**src/rtl/pipelined_block_cla_if.sv**
```systemverilog
// Operand/result handshake bundle for pipelined_block_cla.
// The ov_o signal exists only when CLA_OVERFLOW_EN is defined.
interface pipelined_block_cla_if #(
   parameter int WIDTH = 32
);
   logic             valid_i;
   logic             ready_o;
   logic [WIDTH-1:0] a_i;
   logic [WIDTH-1:0] b_i;
   logic             c_i;
   logic             sub_i;
   logic             valid_o;
   logic             ready_i;
   logic [WIDTH-1:0] o_o;
   logic             c_o;
`ifdef CLA_OVERFLOW_EN
   logic             ov_o;
`endif

   modport slave (
      input  valid_i, a_i, b_i, c_i, sub_i, ready_i,
      output ready_o, valid_o, o_o, c_o
`ifdef CLA_OVERFLOW_EN
      , output ov_o
`endif
   );

   modport master (
      output valid_i, a_i, b_i, c_i, sub_i, ready_i,
      input  ready_o, valid_o, o_o, c_o
`ifdef CLA_OVERFLOW_EN
      , input ov_o
`endif
   );
endinterface

```
**src/rtl/pipelined_block_cla.sv**
```systemverilog
// Two-stage pipelined block carry-lookahead adder/subtractor with valid/ready flow control.
// Optional signed-overflow output ov_o is built only when CLA_OVERFLOW_EN is defined.
module pipelined_block_cla #(
   parameter int WIDTH = 32,
   parameter int GROUP = 4
) (
   input  logic                 clk_i,
   input  logic                 rst_ni,
   pipelined_block_cla_if.slave bus
);
   localparam int NG = WIDTH / GROUP;

   // The top G bit of each group is folded into Gg, so only GROUP-1 bits per group are kept.
   if ((WIDTH % GROUP) != 0 || GROUP < 2 || NG < 1 || NG > 16) begin : g_cfg_check
      $error("pipelined_block_cla: WIDTH must be a multiple of GROUP (GROUP >= 2, 1..16 groups)");
   end

   logic                           s1_ready;
   logic                           s2_ready;

   logic                           s1_valid_q, s1_valid_d;
   logic [WIDTH-1:0]               p_q, p_d;
   logic [NG-1:0][GROUP-2:0]       gl_q, gl_d;
   logic [NG-1:0]                  pg_q, pg_d;
   logic [NG-1:0]                  gg_q, gg_d;
   logic                           cin_q, cin_d;

   logic                           valid_o_q, valid_o_d;
   logic [WIDTH-1:0]               o_q, o_d;
   logic                           co_q, co_d;
`ifdef CLA_OVERFLOW_EN
   logic                           ov_q, ov_d;
`endif

   logic [WIDTH-1:0]               bb;
   logic [WIDTH-1:0]               p_new;
   logic [WIDTH-1:0]               g_new;
   logic                           cin_new;
   logic [NG-1:0][GROUP-2:0]       gl_new;
   logic [NG-1:0]                  pg_new;
   logic [NG-1:0]                  gg_new;

   logic [NG-1:0]                  cg;
   logic [NG-1:0]                  cg_in;
   logic [WIDTH-1:0]               carry_into;
   logic [WIDTH-1:0]               sum;

   assign s2_ready = !valid_o_q || bus.ready_i;
   assign s1_ready = !s1_valid_q || s2_ready;

   assign bus.ready_o = s1_ready;
   assign bus.valid_o = valid_o_q;
   assign bus.o_o     = o_q;
   assign bus.c_o     = co_q;
`ifdef CLA_OVERFLOW_EN
   assign bus.ov_o    = ov_q;
`endif

   always_comb begin : s1_prep
      logic term;
      term    = 1'b0;
      bb      = bus.sub_i ? ~bus.b_i : bus.b_i;
      cin_new = bus.sub_i ? 1'b1 : bus.c_i;
      p_new   = bus.a_i ^ bb;
      g_new   = bus.a_i & bb;
      pg_new  = '0;
      gg_new  = '0;
      gl_new  = '0;
      for (int k = 0; k < NG; k++) begin
         pg_new[k] = &p_new[k*GROUP +: GROUP];
         for (int j = 0; j < GROUP - 1; j++) begin
            gl_new[k][j] = g_new[k*GROUP + j];
         end
         // Gg = OR over j of G[j] & P[j+1..top], written as independent product terms
         for (int j = 0; j < GROUP; j++) begin
            term = g_new[k*GROUP + j];
            for (int m = j + 1; m < GROUP; m++) begin
               term = term & p_new[k*GROUP + m];
            end
            gg_new[k] = gg_new[k] | term;
         end
      end
   end

   always_comb begin : s2_carry
      logic t;
      logic acc;
      t          = 1'b0;
      acc        = 1'b0;
      cg         = '0;
      cg_in      = '0;
      carry_into = '0;
      // Group carries as flat sum-of-products over cin and every lower group
      for (int k = 0; k < NG; k++) begin
         acc = cin_q;
         for (int m = 0; m <= k; m++) begin
            acc = acc & pg_q[m];
         end
         for (int j = 0; j <= k; j++) begin
            t = gg_q[j];
            for (int m = j + 1; m <= k; m++) begin
               t = t & pg_q[m];
            end
            acc = acc | t;
         end
         cg[k] = acc;
      end
      cg_in[0] = cin_q;
      for (int k = 1; k < NG; k++) begin
         cg_in[k] = cg[k-1];
      end
      // Bit carries inside each group, again flat from the group carry-in
      for (int k = 0; k < NG; k++) begin
         for (int j = 0; j < GROUP; j++) begin
            acc = cg_in[k];
            for (int m = 0; m < j; m++) begin
               acc = acc & p_q[k*GROUP + m];
            end
            for (int m = 0; m < j; m++) begin
               t = gl_q[k][m];
               for (int n = m + 1; n < j; n++) begin
                  t = t & p_q[k*GROUP + n];
               end
               acc = acc | t;
            end
            carry_into[k*GROUP + j] = acc;
         end
      end
      sum = p_q ^ carry_into;
   end

   always_comb begin : next_state
      s1_valid_d = s1_valid_q;
      p_d        = p_q;
      gl_d       = gl_q;
      pg_d       = pg_q;
      gg_d       = gg_q;
      cin_d      = cin_q;
      valid_o_d  = valid_o_q;
      o_d        = o_q;
      co_d       = co_q;
`ifdef CLA_OVERFLOW_EN
      ov_d       = ov_q;
`endif
      if (s1_ready) begin
         s1_valid_d = bus.valid_i;
         if (bus.valid_i) begin
            p_d   = p_new;
            gl_d  = gl_new;
            pg_d  = pg_new;
            gg_d  = gg_new;
            cin_d = cin_new;
         end
      end
      // Result registers only move on a real beat so a stalled output stays put
      if (s2_ready) begin
         valid_o_d = s1_valid_q;
         if (s1_valid_q) begin
            o_d  = sum;
            co_d = cg[NG-1];
`ifdef CLA_OVERFLOW_EN
            ov_d = carry_into[WIDTH-1] ^ cg[NG-1];
`endif
         end
      end
   end

   always_ff @(posedge clk_i) begin
      if (!rst_ni) begin
         s1_valid_q <= 1'b0;
         p_q        <= '0;
         gl_q       <= '0;
         pg_q       <= '0;
         gg_q       <= '0;
         cin_q      <= 1'b0;
         valid_o_q  <= 1'b0;
         o_q        <= '0;
         co_q       <= 1'b0;
`ifdef CLA_OVERFLOW_EN
         ov_q       <= 1'b0;
`endif
      end else begin
         s1_valid_q <= s1_valid_d;
         p_q        <= p_d;
         gl_q       <= gl_d;
         pg_q       <= pg_d;
         gg_q       <= gg_d;
         cin_q      <= cin_d;
         valid_o_q  <= valid_o_d;
         o_q        <= o_d;
         co_q       <= co_d;
`ifdef CLA_OVERFLOW_EN
         ov_q       <= ov_d;
`endif
      end
   end
endmodule
```
**src/flat_wrapper.sv**
```systemverilog
// flat-port wrapper written by rule: the top's interface ports become plain ports
module pipelined_block_cla_flat 
#(
   parameter int WIDTH = 32,
   parameter int GROUP = 4
)
  (clk_i, rst_ni, bus_valid_i, bus_a_i, bus_b_i, bus_c_i, bus_sub_i, bus_ready_i, bus_ready_o, bus_valid_o, bus_o_o, bus_c_o);
  pipelined_block_cla_if #(.WIDTH(WIDTH)) bus_i ();
  input  logic clk_i;
  input  logic rst_ni;
  input wire logic [$bits(bus_i.valid_i)-1:0] bus_valid_i;
  input wire logic [$bits(bus_i.a_i)-1:0] bus_a_i;
  input wire logic [$bits(bus_i.b_i)-1:0] bus_b_i;
  input wire logic [$bits(bus_i.c_i)-1:0] bus_c_i;
  input wire logic [$bits(bus_i.sub_i)-1:0] bus_sub_i;
  input wire logic [$bits(bus_i.ready_i)-1:0] bus_ready_i;
  output wire logic [$bits(bus_i.ready_o)-1:0] bus_ready_o;
  output wire logic [$bits(bus_i.valid_o)-1:0] bus_valid_o;
  output wire logic [$bits(bus_i.o_o)-1:0] bus_o_o;
  output wire logic [$bits(bus_i.c_o)-1:0] bus_c_o;
  assign bus_i.valid_i = bus_valid_i;
  assign bus_i.a_i = bus_a_i;
  assign bus_i.b_i = bus_b_i;
  assign bus_i.c_i = bus_c_i;
  assign bus_i.sub_i = bus_sub_i;
  assign bus_i.ready_i = bus_ready_i;
  assign bus_ready_o = bus_i.ready_o;
  assign bus_valid_o = bus_i.valid_o;
  assign bus_o_o = bus_i.o_o;
  assign bus_c_o = bus_i.c_o;
  pipelined_block_cla #(.WIDTH(WIDTH), .GROUP(GROUP)) u_core (.clk_i(clk_i), .rst_ni(rst_ni), .bus(bus_i));
endmodule
```
**config.mk**
```make
export PLATFORM = sky130hd
export DESIGN_NAME = pipelined_block_cla_flat
export DESIGN_NICKNAME = d
export VERILOG_FILES = /design/src/rtl/pipelined_block_cla_if.sv /design/src/rtl/pipelined_block_cla.sv /design/src/flat_wrapper.sv
export SDC_FILE = /design/constraint.sdc
export NUM_CORES = 1
export LEC_CHECK = 0
export CORE_ASPECT_RATIO = 1.25
export CORE_MARGIN = 2
export CORE_UTILIZATION = 60
export DETAILED_ROUTE_END_ITERATION = 6
export DONT_BUFFER_PORTS = 1
export PLACE_DENSITY_LB_ADDON = 0.05
export SYNTH_ARGS = -nofsm -noshare
export SYNTH_HDL_FRONTEND = slang
export SYNTH_SLANG_ARGS = --single-unit
```
**constraint.sdc**
```tcl
create_clock -name clk_i -period 2.37 [get_ports clk_i]
set_clock_uncertainty 0.05 [all_clocks]
set_input_delay 0.474 -clock clk_i [delete_from_list [all_inputs] [get_ports clk_i]]
set_output_delay 0.474 -clock clk_i [all_outputs]
set_load 0.03 [all_outputs]
```
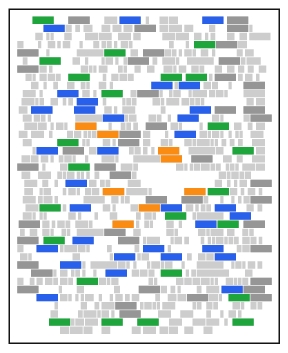
Run 1: sequential cells grouped by signal name
Scale: 3 px per um. Other sequential cells in the stronger gray, the rest of the logic in the fainter gray.
| color | name in the netlist | sequential cells |
|---|---|---|
| blue | `u_core.p_q` | 32 |
| green | `u_core.gl_q` | 24 |
| orange | `u_core.pg_q` | 8 |
not colored: 44
storage element area: 2160 um^2
sequential power: 2060 uW
register share of the cell area: 37.4%
final core utilization: 64.0%

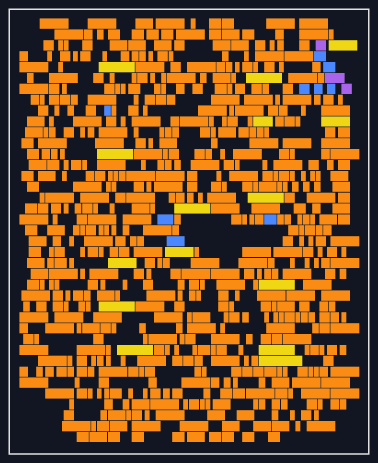
Run 1: drive-strength map
Scale: 4 px per um.
| color | size | cells | share |
|---|---|---|---|
| purple | drive 3 to 4 | 3 | 0.48% |
| orange | drive 1 or less | 595 | 96% |
| blue | drive 2 | 9 | 1.4% |
| yellow | drive 6 and up | 15 | 2.4% |
Plain + repair buffers: 6
final worst-path setup slack: 0.204 ns

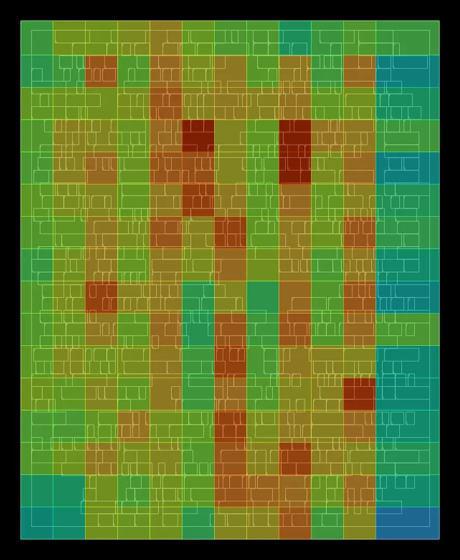
Run 1: track usage over the die
gr usage total: 23.7%
Routed WL per cell: 15.1 um
met3 usage: 3.50%

==> impl_metrics.json, run 1 <==
{
  "comb_power_share_pct": 13.6,
  "ctsResizeCount": 0,
  "worstPathRequired_ns": 2.59,
  "r2r_slack_ns": 0.20,
  "dominant_cells": "multi-input combinational cells",
  "nNonClkInverters": 0,
  "top_logic_kind": "simple AND/OR/NAND/NOR gates",
  "crit_cells": 10,
  "bufAreaShareNonClock_pct": 1.64,
  "postSynthCellCount": 642,
  "seqPwrFrac_pct": 50.6,
  "gr-max-usage-layer": "met2",
  "synthArstFlopShare_pct": 0,
  "hold_path_startpoint": "rst_ni",
  "ys_area_um2": 5480,
  "die_y_um": 111,
  "ys_cells": 642,
  "vias": 4190,
  "core-area_um2": 9030,
  "met2_usage_pct": 38.9,
  "rsz0062_at_grt": "false",
  "flop-count": 108,
  "cts_buffers": 9,
  "pwr.group.combinational_uw": 553,
  "initCoreUtil_pct": 60.7,
  "clock_area_share_pct": 4.93,
  "yosys-top-cells-area": "dfxtp_1 (39%), nand2_1 (10%), ha_1 (9.1%)",
  "worst_r2r_endpoint": "u_core.bus.o_o[23]",
  "drive_gt1_share_pct": 4.34,
  "power.switching_uw": 1040,
  "layout.cells.most_common_list": "nand2_1 (153), dfxtp_1 (108), a21boi_0 (65)",
  "intPower_uw": 3030,
  "grt_pass1_wl_mm": 18.7,
  "cts_sinks": 108,
  "cp.buffers_inverters": 0,
  "cts_tree": "built",
  "comb_cells": 493,
  "syn_area_um2": 5480,
  "first_iter_violations": 177,
  "muxShareOfSynthArea_pct": 0,
  "max_stage_delay_ns": 0.33,
  "cts_buffer_depth": 2,
  "slew_headroom_pct": 59.6,
  "largest_area_cell": "dfxtp_1",
  "fin_crit_ns": 2.17,
  "grt_overflow": 0,
  "setup_violations": 0,
  "placementRows": 39,
  "clkLatencyLatePin_ns": 0.34,
  "p_sw_share_pct": 25.6,
  "dr_wl_met2_mm": 5.56,
  "clk_pin_slew_worst_paths_ns": 0.07,
  "status": "finished, final reports clean",
  "crit_arrival_ns": 2.38,
  "min_to": "u_core.gl_q[5]",
  "fmax_ghz": 0.462,
  "slowest_stage": "dfxtp_1",
  "yosysUniqueCellTypes": 33,
  "wl_met3_um": 429,
  "synthAdderAreaFrac_pct": 9.13,
  "endpoint_kind": "register",
  "drc": 0,
  "worstMarginPinSlew_ns": 0.606,
  "met1_usage_pct": 31.3,
  "ys_sh_simple_pct": 22.0,
  "gp_congestion": 0.821,
  "hp-class": "in2reg",
  "power_density_nw_per_um2": 704
}
[run 1: per-stage QoR]
stage	setup slack (ns)	area, um^2	power (uW)	std cells	hold slack (ns)
detailed placement	0.137	5490	2650	730	0.408
global route	0.0411	5780	4280	745	0.206
CTS	0.102	5770	4110	745	0.200
global placement	0.199	5490	2640	730	0.400
finish	0.204	5780	4070	745	0.232
floorplan	0.345	5480	2550	642	0.387
[run 1: flip-flops by register name (all words and copies together), names as in the netlist]
register / cells
u_core.bus.o_o: 32
u_core.p_q: 32
u_core.gl_q: 24
u_core.gg_q: 8
u_core.pg_q: 8
u_core.bus.c_o: 1
u_core.bus.valid_o: 1
u_core.cin_q: 1
u_core.s1_valid_q: 1
Run 1, a small window of the routed layout:
Window x 32 to 57, y 43 to 68 um. Cells in gray, sequential cells in the stronger gray; small squares are vias.
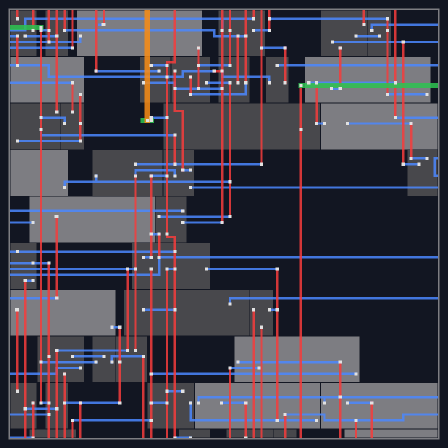

==> inputs of run 2 (changes only) <==
--- a/config.mk
+++ b/config.mk
@@ -7,7 +7,7 @@
 export LEC_CHECK = 0
 export CORE_ASPECT_RATIO = 1.25
 export CORE_MARGIN = 2
-export CORE_UTILIZATION = 60
+export CORE_UTILIZATION = 30
 export DETAILED_ROUTE_END_ITERATION = 6
 export DONT_BUFFER_PORTS = 1
 export PLACE_DENSITY_LB_ADDON = 0.05
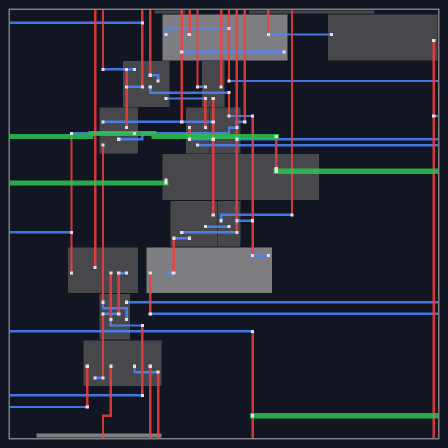
Run 2: a small window of the routed layout
Window x 50 to 75, y 65 to 90 um. Cells in gray, sequential cells in the stronger gray; small squares are vias.
| color | layer |
|---|---|
| blue | met1 |
| green | met3 |
| red | met2 |
most frequent: nand2_1 (3), dfxtp_1 (2)
netlist names of flops here include: `u_core.gg_q` (1), `u_core.pg_q` (1)
cells with their middle in the window: 14
sequential cells in the window: 2

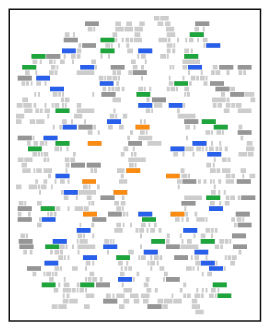
Run 2: sequential cells grouped by signal name
Scale: 2 px per um. Other sequential cells in the stronger gray, the rest of the logic in the fainter gray.
| color | name in the netlist | sequential cells | where |
|---|---|---|---|
| blue | `u_core.p_q` | 32 | widely spread |
| green | `u_core.gl_q` | 24 | widely spread |
| orange | `u_core.pg_q` | 8 | center |
not colored: 44

==> run 2 against run 1 <==
Against the previous run: combinational power rose by 4.0%; power fell by 1.7%; hold slack got worse by 0.025 ns.
==> impl_metrics.json, run 2 <==
{
  "largest_area_cell": "dfxtp_1",
  "avgRoutedWirePerCell_um": 16.0,
  "die_w_um": 125,
  "path_class": "reg2reg",
  "cp.buffers_inverters": 0,
  "power_uw": 4000,
  "root_buffer": "clkbuf_16",
  "ys_area_um2": 5480,
  "post-place-ws_ns": 0.145,
  "grt_pass1_vias": 4336,
  "ioPinCount": 105,
  "crit_arrival_ns": 2.38,
  "min_to": "u_core.bus.o_o[10]",
  "worst_r2r_endpoint": "u_core.bus.o_o[31]",
  "slew_headroom_pct": 75.1,
  "power_density_nw_per_um2": 679,
  "r2r_slack_ns": 0.22,
  "crit_cells": 9,
  "met2_usage_pct": 24.6,
  "worstMarginPinSlew_ns": 0.373,
  "fp_nets": 752,
  "core-area_um2": 18000,
  "seqPwrFrac_pct": 51.4,
  "p_leak_uw": 0.00220,
  "post-route-period-util_pct": 90.9,
  "whs_ns": 0.207,
  "fin_cells": 852,
  "drive_gt1_share_pct": 4.65,
  "final_common_cell": "nand2_1",
  "regArea_um2": 2160,
  "bufAreaShareNonClock_pct": 1.87,
  "reg2reg_depth": 9,
  "hold_path_startpoint": "rst_ni",
  "dp_cells": 837,
  "cts_setup_buffers": 0,
  "nClkBuffers": 13,
  "syn_area_um2": 5480,
  "cts_tree": "built",
  "powerClk_uw": 1370,
  "fmax_ghz": 0.464,
  "drc": 0,
  "rsz0062_at_grt": "false",
  "fill_cells": 1959,
  "clock_area_share_pct": 4.29,
  "worstPathMaxFanout": 4,
  "comb_cells": 493,
  "sh_comb_area_pct": 52.4,
  "max_stage_delay_ns": 0.34,
  "gp_congestion": 0.762,
  "yosysUniqueCellTypes": 33,
  "hp-class": "in2reg",
  "routed.top_layer": "met4",
  "synthAdderAreaFrac_pct": 9.13,
  "placementRows": 55,
  "ctsHtreeMaxLevel": 3,
  "synthFlopType": "dfxtp_1",
  "cts_buffers": 9,
  "vias": 4213,
  "yosys-top-cells-area": "dfxtp_1 (39%), nand2_1 (10%), ha_1 (9.1%)",
  "hold_viol_final": 0,
  "wl_met3_um": 591,
  "yosysWarnings": 0,
  "cts_buffer_depth": 2,
  "intPower_uw": 2900,
  "top_cells_by_count": "nand2_1 (153), dfxtp_1 (108), a21boi_0 (65), ha_1 (40), xor2_1 (32)",
  "status": "finished, final reports clean",
  "p_sw_share_pct": 27.6,
  "synthXorXnorAreaFrac_pct": 5.12,
  "post-route-cell-area_um2": 5900,
  "worstPathRequired_ns": 2.60,
  "groute.layer.met3.usage_pct": 2.92,
  "fin_ws_ns": 0.216,
  "synth.cellmix.compoundShare_pct": 19.8,
  "gr-max-usage-layer": "met2",
  "fin_crit_ns": 2.15,
  "clk_pin_slew_worst_paths_ns": 0.07,
  "setup_violations": 0,
  "num-nonclk-buffers": 8,
  "initCoreUtil_pct": 30.4,
  "maxPowerGroup": "sequential cells",
  "ys_seq_share_pct": 39.5,
  "fin_nets": 730,
  "edf_count": 0,
  "layout.cells.most_common_list": "nand2_1 (153), dfxtp_1 (108), a21boi_0 (65)",
  "comb_power_share_pct": 14.4,
  "cpLargestDelayFamily": "AND-OR/OR-AND gates",
  "ctsResizeCount": 0,
  "cts_sinks": 108,
  "placedInstanceArea_um2": 5630,
  "port_buffers": 0,
  "peakVddDrop_uv": 340,
  "drt-met1-wl_mm": 6.07,
  "warnings": 28,
  "muxShareOfSynthArea_pct": 0,
  "slew_viol_final": 0,
  "grt_pass1_wl_mm": 22.1,
  "slowest_stage": "dfxtp_1",
  "postSynthCellCount": 642,
  "dp_hpwl_mm": 9.09,
  "met1_usage_pct": 17.1,
  "mi_logic_area_um2": 3090,
  "ys_cells": 642,
  "antenna_found_initial": 0,
  "via_per_inst": 4.94,
  "synthArstFlopShare_pct": 0,
  "flop-count": 108,
  "grt_usage_pct": 14.2,
  "r2r_start": "u_core.gg_q[3]",
  "drtPass1Iterations": 4,
  "nNonClkInverters": 0,
  "synth_area_per_cell_um2": 8.53,
  "pwr.group.combinational_uw": 575,
  "synthToLayoutAreaGrowth_pct": 7.65,
  "clkLatencyLatePin_ns": 0.35,
  "clkPwrFrac_pct": 34.2,
  "n_antenna_cell": 0,
  "ys_sh_simple_pct": 22.0,
  "power.switching_uw": 1100,
  "final_core_util_pct": 32.7,
  "grt_max_degree": 125,
  "dr_wl_met2_mm": 6.70,
  "die_y_um": 155,
  "worstPathCellList": "nor4_1 -> o21ai_0 -> a31o_2 -> ha_1 -> o21a_1 -> o21a_1 -> nor2_1 -> nand4_1 -> o211ai_1",
  "top_logic_kind": "simple AND/OR/NAND/NOR gates",
  "nWellTaps": 228,
  "finalSetupTns_ns": 0,
  "dominant_cells": "multi-input combinational cells",
  "first_iter_violations": 127,
  "pg_seq_uw": 2060,
  "endpoint_kind": "register",
  "dieArea_um2": 19400,
  "seq_area_share_pct": 36.7,
  "grt_overflow": 0
}
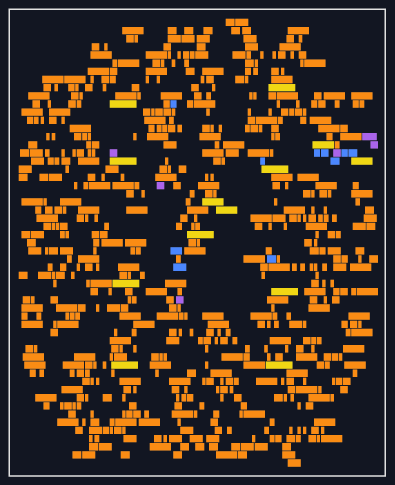
Run 2: drive-strength map
Scale: 3 px per um.
| color | size | cells | share |
|---|---|---|---|
| blue | drive 2 | 10 | 1.6% |
| yellow | drive 6 and up | 13 | 2.1% |
| purple | drive 3 to 4 | 6 | 0.96% |
| orange | drive 1 or less | 595 | 95% |

[run 2: cell types whose count changed in the layout (fill, tap and decap cells not counted), sizes merged]
cell      change
buf           +2
clkinvlp      +1
bufinv        -1
[run 2: how the worst max path moves through the flow]
stage	startpoint	end	slack [ns]
3_3_place_gp	u_core.pg_q[0]	u_core.bus.o_o[23]	0.16
5_1_grt	u_core.cin_q	u_core.bus.o_o[23]	0.01
2_1_floorplan	u_core.pg_q[0]	u_core.bus.o_o[22]	0.35
3_5_place_dp	u_core.pg_q[0]	u_core.bus.o_o[23]	0.14
4_1_cts	u_core.pg_q[0]	u_core.bus.o_o[23]	0.12
6_report	u_core.gg_q[3]	u_core.bus.o_o[31]	0.22
Run 2, the metal 2 layer:
Scale: 2 px per um.
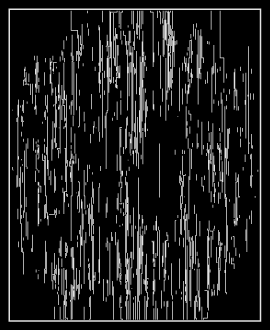

==> inputs of run 3 (changes only) <==
--- a/config.mk
+++ b/config.mk
@@ -5,6 +5,7 @@
 export SDC_FILE = /design/constraint.sdc
 export NUM_CORES = 1
 export LEC_CHECK = 0
+export ABC_AREA = 1
 export CORE_ASPECT_RATIO = 1.25
 export CORE_MARGIN = 2
 export CORE_UTILIZATION = 30
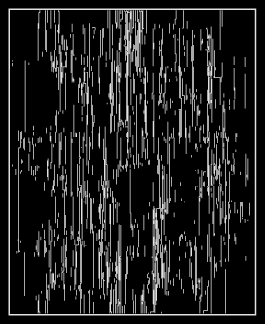
Run 3: the metal 2 layer
Scale: 2 px per um.
nets with wire on the layer: 598
longest straight run: 52.4 um
main direction: vertical
share of all routed wire: 48%

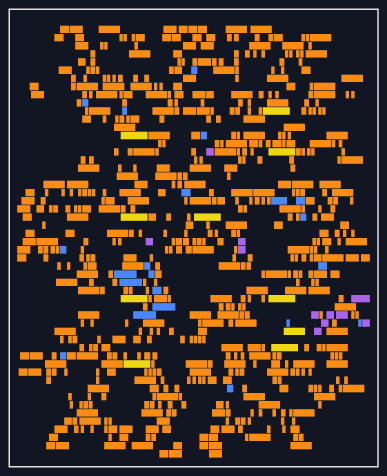
Run 3: drive-strength map
Scale: 3 px per um.
| color | size | cells | share |
|---|---|---|---|
| purple | drive 3 to 4 | 11 | 1.7% |
| yellow | drive 6 and up | 10 | 1.5% |
| orange | drive 1 or less | 610 | 94% |
| blue | drive 2 | 21 | 3.2% |
Plain + repair buffers: 10
final worst-path setup slack: 0.171 ns
final instance area: 5720 um^2

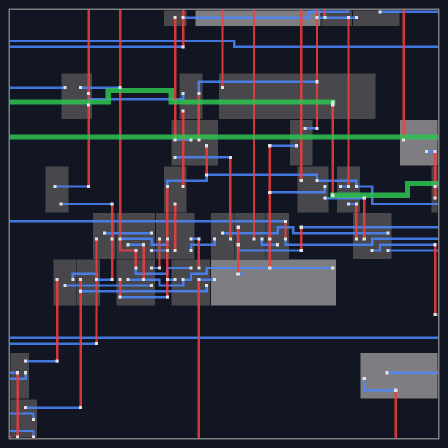
Run 3: a small window of the routed layout
Window x 49 to 74, y 63 to 88 um. Cells in gray, sequential cells in the stronger gray; small squares are vias.
| color | layer |
|---|---|
| blue | met1 |
| green | met3 |
| red | met2 |
netlist names of flops here include: `u_core.gg_q` (1), `u_core.pg_q` (1)
sequential cells in the window: 2
cells with their middle in the window: 24
most frequent: nand4_1 (6), nor2_1 (5)

==> run 3 against run 2 <==
Against the previous run: global-route usage is 0.76 points higher; non-clock buffer count is 2 higher; register-to-register slack lost 0.04 ns; clock power fell by 5%; synthesized area down 4.1%; largest power group unchanged; combinational power increased by 14%; hold slack better by 0.0078 ns; wire length barely moved; first-iteration DRC count increased by 59%.
==> impl_metrics.json, run 3 <==
{
  "reg2reg_depth": 13,
  "ctsResizeCount": 0,
  "max_stage_delay_ns": 0.33,
  "r2r_slack_ns": 0.17,
  "core-area_um2": 17300,
  "synthArstFlopShare_pct": 0,
  "pwr.group.combinational_uw": 658,
  "post-route-period-util_pct": 92.8,
  "worstPathRequired_ns": 2.56,
  "maxPowerGroup": "sequential cells",
  "yosysUniqueCellTypes": 27,
  "power.switching_uw": 1190,
  "min_to": "u_core.gl_q[8]",
  "via_per_inst": 4.81,
  "die_y_um": 152,
  "grt_pass1_vias": 4151,
  "final_antenna_net_count": 0,
  "power_uw": 4100,
  "post-place-ws_ns": 0.0371,
  "root_buffer": "clkbuf_16",
  "drt-met1-wl_mm": 6.22,
  "cts_tree": "built",
  "r2r_start": "u_core.gg_q[0]",
  "cp.buffers_inverters": 1,
  "syn_area_um2": 5260,
  "endpoint_kind": "register",
  "dr_wl_met2_mm": 6.49,
  "seqPwrFrac_pct": 52.3,
  "endpoint": "u_core.bus.o_o[27]",
  "intPower_uw": 2910,
  "ioPinCount": 105,
  "die_w_um": 122,
  "final_common_cell": "nor2_1",
  "largest_area_cell": "dfxtp_1",
  "edf_count": 0,
  "wl_met3_um": 657,
  "regArea_um2": 2170,
  "drive_gt1_share_pct": 6.44,
  "drc": 0,
  "p_sw_share_pct": 29.0,
  "groute.layer.met3.usage_pct": 3.00,
  "fin_cells": 876,
  "hp-class": "in2reg",
  "setup_violations": 0,
  "fill_cells": 1905,
  "pg_seq_uw": 2140,
  "crit_start": "u_core.gg_q[0]",
  "slew_viol_final": 0,
  "grt_max_degree": 83,
  "met2_usage_pct": 24.5,
  "met1_usage_pct": 19.2,
  "timing.max_cap.violations": 0,
  "cts_buffer_depth": 2,
  "hold_viol_final": 0,
  "worst_path_most_repeated_cell": "a21oi_2",
  "worst_r2r_endpoint": "u_core.bus.o_o[27]",
  "comb_power_share_pct": 16.1,
  "placementRows": 54,
  "final_core_util_pct": 33.0,
  "top_cells_by_count": "nor2_1 (144), dfxtp_1 (108), o21ai_0 (89), a21oi_1 (62), nand2_1 (58)",
  "first_iter_violations": 202,
  "grt_pass1_wl_mm": 21.6,
  "port_buffers": 0,
  "mi_logic_area_um2": 2820,
  "status": "finished, final reports clean",
  "dp_cells": 864,
  "initCoreUtil_pct": 30.4,
  "gr-max-usage-layer": "met2",
  "drtPass1Iterations": 4,
  "ys_cells": 668,
  "cts_setup_buffers": 0,
  "clkLatencyLatePin_ns": 0.34,
  "path_class": "reg2reg",
  "synthToLayoutAreaGrowth_pct": 8.74,
  "worstPathCellList": "nor2_2 -> a21oi_2 -> a21o_1 -> a21o_1 -> a21oi_2 -> o21bai_1 -> ha_2 -> o21ai_2 -> nand2_1 -> a21oi_2 -> nor2_1 -> o221ai_1 -> inv_1",
  "slew_headroom_pct": 51.3,
  "cp-start-kind": "register",
  "worstMarginPinSlew_ns": 0.730,
  "crit_arrival_ns": 2.39,
  "yosysWarnings": 0,
  "clk_pin_slew_worst_paths_ns": 0.07,
  "synth_area_per_cell_um2": 7.87,
  "postSynthCellCount": 668,
  "grt_overflow": 0,
  "grt_usage_pct": 14.9,
  "ctsHtreeMaxLevel": 3,
  "antenna_found_initial": 0,
  "most_common_cell": "nor2_1",
  "hold_path_startpoint": "rst_ni",
  "powerClk_uw": 1300,
  "top_area_share_pct": 41.1,
  "fmax_ghz": 0.455,
  "power_density_nw_per_um2": 717,
  "ys_area_um2": 5260,
  "vias": 4216,
  "layout.cells.most_common_list": "nor2_1 (142), dfxtp_1 (104), o21ai_0 (88)",
  "peakVddDrop_uv": 342,
  "slowest_stage": "dfxtp_1",
  "worstPathMaxFanout": 3,
  "avgRoutedWirePerCell_um": 15.5,
  "p_leak_uw": 0.00247,
  "yosys-top-cells-area": "dfxtp_1 (41%), nor2_1 (10%), ha_1 (9.5%)",
  "ys_seq_share_pct": 41.1,
  "clkPwrFrac_pct": 31.6,
  "finalSetupTns_ns": 0,
  "routed.top_layer": "met4",
  "dieArea_um2": 18600,
  "cpLargestDelayFamily": "AND-OR/OR-AND gates",
  "n_antenna_cell": 0,
  "cts_buffers": 9,
  "cts_sinks": 108,
  "dp_hpwl_mm": 9.71,
  "fp_nets": 778,
  "whs_ns": 0.215,
  "gp_congestion": 0.786,
  "fin_nets": 762,
  "warnings": 26,
  "placedInstanceArea_um2": 5450,
  "fin_crit_ns": 2.20,
  "crit_cells": 13,
  "synthFlopType": "dfxtp_1"
}
==> run 3: cell types whose count changed in the layout (fill, tap and decap cells not counted), sizes merged, moves of 19 or more <==
cell    previous run  this run
nor3              25         1
nand2            155        66
nor2b             19         0
o21ai             19        89
nor2              17       144
inv                0        34
a21boi            72         0
a21oi             28        62
==> run 3: final cells by class <==
cell class,instances,area share [%]
repair buffers,10,1.53
well taps,224,4.90
clock inverters,1,0.0876
inverters,35,2.30
multi-input cells,488,49.3
flip-flops and latches,108,37.9
clock buffers,10,4.01
==> run 3: cell families after synthesis <==
group,after synthesis,share of synthesized area (%)
and+or+nand+nor,230,18.3
AOI/OAI and AO/OA,170,17.3
DFF,108,41.1
buffers and inverters,72,5.74
xor gates and xnor gates,48,8.00
adders and majority gates,40,9.52
Power figures rest on the tool's default switching activity, not on a simulated workload.
